<file path="config.mk">
export PLATFORM = sky130hd
export DESIGN_NAME = bridge_spi_target
export DESIGN_NICKNAME = d
export VERILOG_FILES = /design/src/rtl/bridge_spi_target_pkg.sv /design/src/rtl/bridge_spi_target_sync.sv /design/src/rtl/bridge_spi_target.sv
export SDC_FILE = /design/constraint.sdc
export NUM_CORES = 1
export LEC_CHECK = 0
export ABC_AREA = 1
export CORE_AREA = 2 2 77 79
export DETAILED_ROUTE_END_ITERATION = 10
export DIE_AREA = 0 0 79 81
export PLACE_DENSITY = 0.79
export SLEW_MARGIN = 0
export SYNTH_ARGS = -nofsm -noshare
export SYNTH_HDL_FRONTEND = slang
export SYNTH_SLANG_ARGS = --single-unit
export TNS_END_PERCENT = 20
</file>
<file path="constraint.sdc">
create_clock -name clk -period 3.86 [get_ports clk]
set_input_delay 1.158 -clock clk [delete_from_list [all_inputs] [get_ports clk]]
set_output_delay 1.158 -clock clk [all_outputs]
set_load 0.01 [all_outputs]
</file>
<file path="src/rtl/bridge_spi_target_pkg.sv">
// Shared constants, state encoding and address helper for the SPI register-bus target.
package bridge_spi_target_pkg;

   localparam int SPI_CMD_RW_BIT   = 7;
   localparam int SPI_CMD_ADDR_MSB = 6;

   // Streaming RX FIFO data register; bursts on this address do not advance.
   localparam logic [6:0] REG_RX_FIFO_DATA = 7'h20;

   typedef enum logic [1:0] {
      ST_IDLE  = 2'd0,
      ST_CMD   = 2'd1,
      ST_WDATA = 2'd2,
      ST_RDATA = 2'd3
   } spi_state_t;

   function automatic logic [6:0] next_addr(input logic [6:0] i_addr, input logic [6:0] i_noinc);
      if (i_addr == i_noinc) begin
         return i_addr;
      end
      return i_addr + 7'd1;
   endfunction

endpackage

</file>
<file path="src/rtl/bridge_spi_target_sync.sv">
// N-stage synchronizer for one asynchronous SPI pin, with rise/fall detect on the last two samples.
module bridge_spi_target_sync #(
   parameter int   SYNC_STAGES = 2,
   parameter logic RST_VAL     = 1'b0
) (
   input  logic clk,
   input  logic rst_n,
   input  logic i_async,
   output logic o_sync,
   output logic o_rise,
   output logic o_fall
);

   logic [SYNC_STAGES-1:0] r_sync;
   logic                   r_prev;

   always_ff @(posedge clk or negedge rst_n) begin
      if (!rst_n) begin
         r_sync <= {SYNC_STAGES{RST_VAL}};
         r_prev <= RST_VAL;
      end else begin
         r_sync <= {r_sync[SYNC_STAGES-2:0], i_async};
         r_prev <= r_sync[SYNC_STAGES-1];
      end
   end

   assign o_sync = r_sync[SYNC_STAGES-1];
   assign o_rise = r_sync[SYNC_STAGES-1] & ~r_prev;
   assign o_fall = ~r_sync[SYNC_STAGES-1] & r_prev;

endmodule

</file>
<file path="src/rtl/bridge_spi_target.sv">
// SPI mode-0 target converting command/data frames into a single-cycle register bus.
// All logic runs on clk; SCK, CS_N and MOSI are oversampled.
module bridge_spi_target
   import bridge_spi_target_pkg::*;
#(
   parameter logic [6:0] NOINC_ADDR  = REG_RX_FIFO_DATA,
   parameter int         SYNC_STAGES = 2
) (
   input  logic       clk,
   input  logic       rst_n,
   input  logic       spi_sck,
   input  logic       spi_cs_n,
   input  logic       spi_mosi,
   output logic       spi_miso,
   output logic       spi_miso_oe,
   output logic [6:0] reg_addr,
   output logic [7:0] reg_wdata,
   output logic       reg_wen,
   input  logic [7:0] reg_rdata,
   output logic       reg_ren,
   output logic       frame_active,
   output logic       frame_abort
);

   logic w_sck, w_sck_rise, w_sck_fall;
   logic w_cs_n, w_cs_rise, w_cs_fall;
   logic w_mosi, w_mosi_rise, w_mosi_fall;
   logic [7:0] w_byte;
   logic w_unused_ok;

   spi_state_t r_state;
   logic [2:0] r_bit_cnt;
   logic [6:0] r_rx;
   logic [7:0] r_tx;
   logic [6:0] r_addr;
   logic [7:0] r_wdata;
   logic       r_wen;
   logic       r_ren;
   logic       r_abort;
   logic       r_inc;
   logic       r_peek;

   bridge_spi_target_sync #(.SYNC_STAGES(SYNC_STAGES), .RST_VAL(1'b0)) u_sync_sck (
      .clk     (clk),
      .rst_n   (rst_n),
      .i_async (spi_sck),
      .o_sync  (w_sck),
      .o_rise  (w_sck_rise),
      .o_fall  (w_sck_fall)
   );

   // CS resets to "asserted" so a CS already low at reset release never looks like a fresh fall.
   bridge_spi_target_sync #(.SYNC_STAGES(SYNC_STAGES), .RST_VAL(1'b0)) u_sync_cs (
      .clk     (clk),
      .rst_n   (rst_n),
      .i_async (spi_cs_n),
      .o_sync  (w_cs_n),
      .o_rise  (w_cs_rise),
      .o_fall  (w_cs_fall)
   );

   bridge_spi_target_sync #(.SYNC_STAGES(SYNC_STAGES), .RST_VAL(1'b0)) u_sync_mosi (
      .clk     (clk),
      .rst_n   (rst_n),
      .i_async (spi_mosi),
      .o_sync  (w_mosi),
      .o_rise  (w_mosi_rise),
      .o_fall  (w_mosi_fall)
   );

   assign w_unused_ok = &{1'b0, w_sck, w_cs_n, w_mosi_rise, w_mosi_fall};
   assign w_byte      = {r_rx, w_mosi};

   always_ff @(posedge clk or negedge rst_n) begin
      if (!rst_n) begin
         r_state   <= ST_IDLE;
         r_bit_cnt <= 3'd0;
         r_rx      <= 7'd0;
         r_tx      <= 8'd0;
         r_addr    <= 7'd0;
         r_wdata   <= 8'd0;
         r_wen     <= 1'b0;
         r_ren     <= 1'b0;
         r_abort   <= 1'b0;
         r_inc     <= 1'b0;
         r_peek    <= 1'b0;
      end else begin
         r_wen   <= 1'b0;
         r_ren   <= 1'b0;
         r_abort <= 1'b0;
         if (w_cs_rise) begin
            // CS release has priority over a coincident SCK edge; partial bytes are dropped.
            if ((r_state != ST_IDLE) && (r_bit_cnt != 3'd0)) begin
               r_abort <= 1'b1;
            end
            r_state   <= ST_IDLE;
            r_bit_cnt <= 3'd0;
            r_tx      <= 8'd0;
            r_inc     <= 1'b0;
            r_peek    <= 1'b0;
         end else begin
            case (r_state)
               ST_IDLE: begin
                  if (w_cs_fall) begin
                     r_state   <= ST_CMD;
                     r_bit_cnt <= 3'd0;
                     r_rx      <= 7'd0;
                     r_tx      <= 8'd0;
                  end
               end
               ST_CMD: begin
                  if (w_sck_rise) begin
                     r_rx      <= w_byte[6:0];
                     r_bit_cnt <= r_bit_cnt + 3'd1;
                     if (r_bit_cnt == 3'd7) begin
                        r_addr <= w_byte[SPI_CMD_ADDR_MSB:0];
                        if (w_byte[SPI_CMD_RW_BIT]) begin
                           r_state <= ST_RDATA;
                           r_peek  <= 1'b1;
                        end else begin
                           r_state <= ST_WDATA;
                        end
                     end
                  end
               end
               ST_WDATA: begin
                  if (r_inc) begin
                     r_addr <= next_addr(r_addr, NOINC_ADDR);
                     r_inc  <= 1'b0;
                  end
                  if (w_sck_rise) begin
                     r_rx      <= w_byte[6:0];
                     r_bit_cnt <= r_bit_cnt + 3'd1;
                     if (r_bit_cnt == 3'd7) begin
                        r_wdata <= w_byte;
                        r_wen   <= 1'b1;
                        r_inc   <= 1'b1;
                     end
                  end
               end
               ST_RDATA: begin
                  // Peek: load the head without strobing; the address moves one clk before the load.
                  if (r_inc) begin
                     r_addr <= next_addr(r_addr, NOINC_ADDR);
                     r_inc  <= 1'b0;
                     r_peek <= 1'b1;
                  end else if (r_peek) begin
                     r_tx   <= reg_rdata;
                     r_peek <= 1'b0;
                  end
                  if (w_sck_rise) begin
                     // Commit only once the host actually clocks the byte.
                     if (r_bit_cnt == 3'd0) begin
                        r_ren <= 1'b1;
                     end
                     r_bit_cnt <= r_bit_cnt + 3'd1;
                     if (r_bit_cnt == 3'd7) begin
                        r_inc <= 1'b1;
                     end
                  end else if (w_sck_fall && (r_bit_cnt != 3'd0)) begin
                     r_tx <= {r_tx[6:0], 1'b0};
                  end
               end
               default: r_state <= ST_IDLE;
            endcase
         end
      end
   end

   assign spi_miso     = r_tx[7];
   assign frame_active = (r_state != ST_IDLE);
   assign spi_miso_oe  = frame_active;
   assign reg_addr     = r_addr;
   assign reg_wdata    = r_wdata;
   assign reg_wen      = r_wen;
   assign reg_ren      = r_ren;
   assign frame_abort  = r_abort;

endmodule
</file>
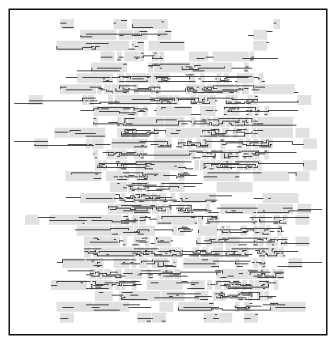
*M1 wires*
(4 px per um) Cells faint in the background.
wire length on this layer: 2280 um
longest straight run: 24.4 um
met1 Track Usage GR: 20.4%
DR vias: 1989
sum of routed wire length over all layers: 4.69 mm

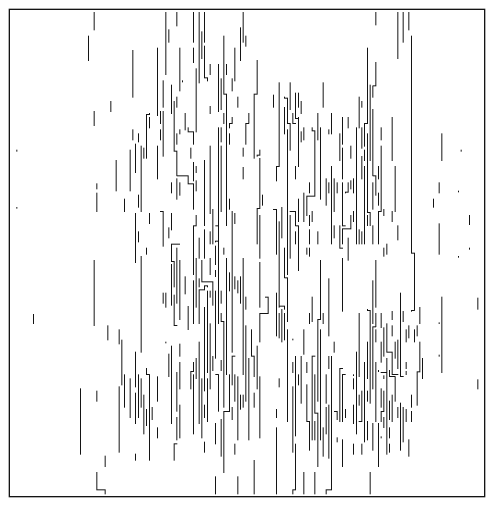
*Metal 2*
(6 px per um)
share of all routed wire: 47%
longest straight run: 36.2 um
nets with wire on the layer: 277

==> commit_impl_results.txt <==
Record implementation results from latest flow run

- Result of the run: finished, final reports clean
- For this run, the script counts the antenna cells in the layout as 0.
- Of the total power, the share spent switching nets is 42.1%.
- Worst Hold Endpoint: u_sync_sck.r_sync[1]
- Entering global routing, the biggest net connects 49 pins.
* Residual DRC count: 0
- The top cell type by area accounts for 48.0% of the synthesized area.
* CP Launch Type: register
- Sequential cells burn 39.9% of the power.
* TNS Setup: 0 ns
- The horizontal die dimension reported for this design is 79 um.
- Flop and latch count out of synthesis: 48
- After detailed routing, the number of vias per cell comes to 4.79.
- Post-synth seq share: 48.0%
* Actual transition at the worst max-transition pin: 1.03 ns
- According to the report, the first pass of detailed routing completed in 4 iterations.
* Mean area per synthesized cell: 8.17 um^2
* First-pass GRT wire length: 8.00 mm
- Buffers placed on the I/O ports in this run total 33.
* Achievable clock frequency: 0.349 GHz
- Summed over all routing layers, the global router reports a total usage of 15.5%.
- Of all the cell area in the finished design, non-clock buffers hold 11.0%.
cells in the final DEF (no fill, tap or decap), drive strengths merged:
cell type / instances
or2: 1
a21oi: 4
clkbuf: 6
buf: 1
o21bai: 1
nor4: 1
ha: 9
nand2: 100
clkinv: 1
nor3: 2
inv: 47
nor2: 11
dfrtp: 48
o21ai: 45
nand3: 29
o211ai: 2
clkdlybuf4s50: 32
sequential cells by signal, indices dropped and copies added (netlist names), 2 cells and up:
signal              cells
u_sync_sck.r_sync       2
reg_addr                7
r_bit_cnt               3
u_sync_cs.r_sync        2
u_sync_mosi.r_sync      2
reg_wdata               8
r_rx                    7
r_state                 2
r_tx                    8
layer usage:
metal  part of all wire (%)  GRT usage [%]  up-vias
li1                       -              -     1029
met1                     49           20.4      924
met2                     47           25.9       30
met3                    2.7           2.89        6
met4                    1.3           5.52        0
met5                      0              0        -
metrics by stage:
stage          hold slack (ns)  utilization [%]
2_1_floorplan            0.331                -
3_3_place_gp             0.333             50.6
3_5_place_dp             0.335             50.6
4_1_cts                  0.354             51.9
5_1_grt                  0.371             51.9
6_report                 0.351             51.9
critical path, stage by stage, from the launching register on:
cell                              delay, ns
sky130_fd_sc_hd__dfrtp_1               0.40
sky130_fd_sc_hd__inv_1                 0.09
sky130_fd_sc_hd__ha_1                  0.26
sky130_fd_sc_hd__inv_1                 0.13
sky130_fd_sc_hd__clkdlybuf4s50_1       0.55
kinds of logic after synthesis:
group                    count (synthesis)  synth area share, %
adder cells (fa/ha/maj)                  9                 4.50
flip-flops                              48                 48.0
buffers and inverters                   53                 9.06
AND-OR/OR-AND                           52                 12.6
AND/OR/NAND/NOR                        144                 25.8
No activity file was given, so power comes from the tool's default toggle rates.
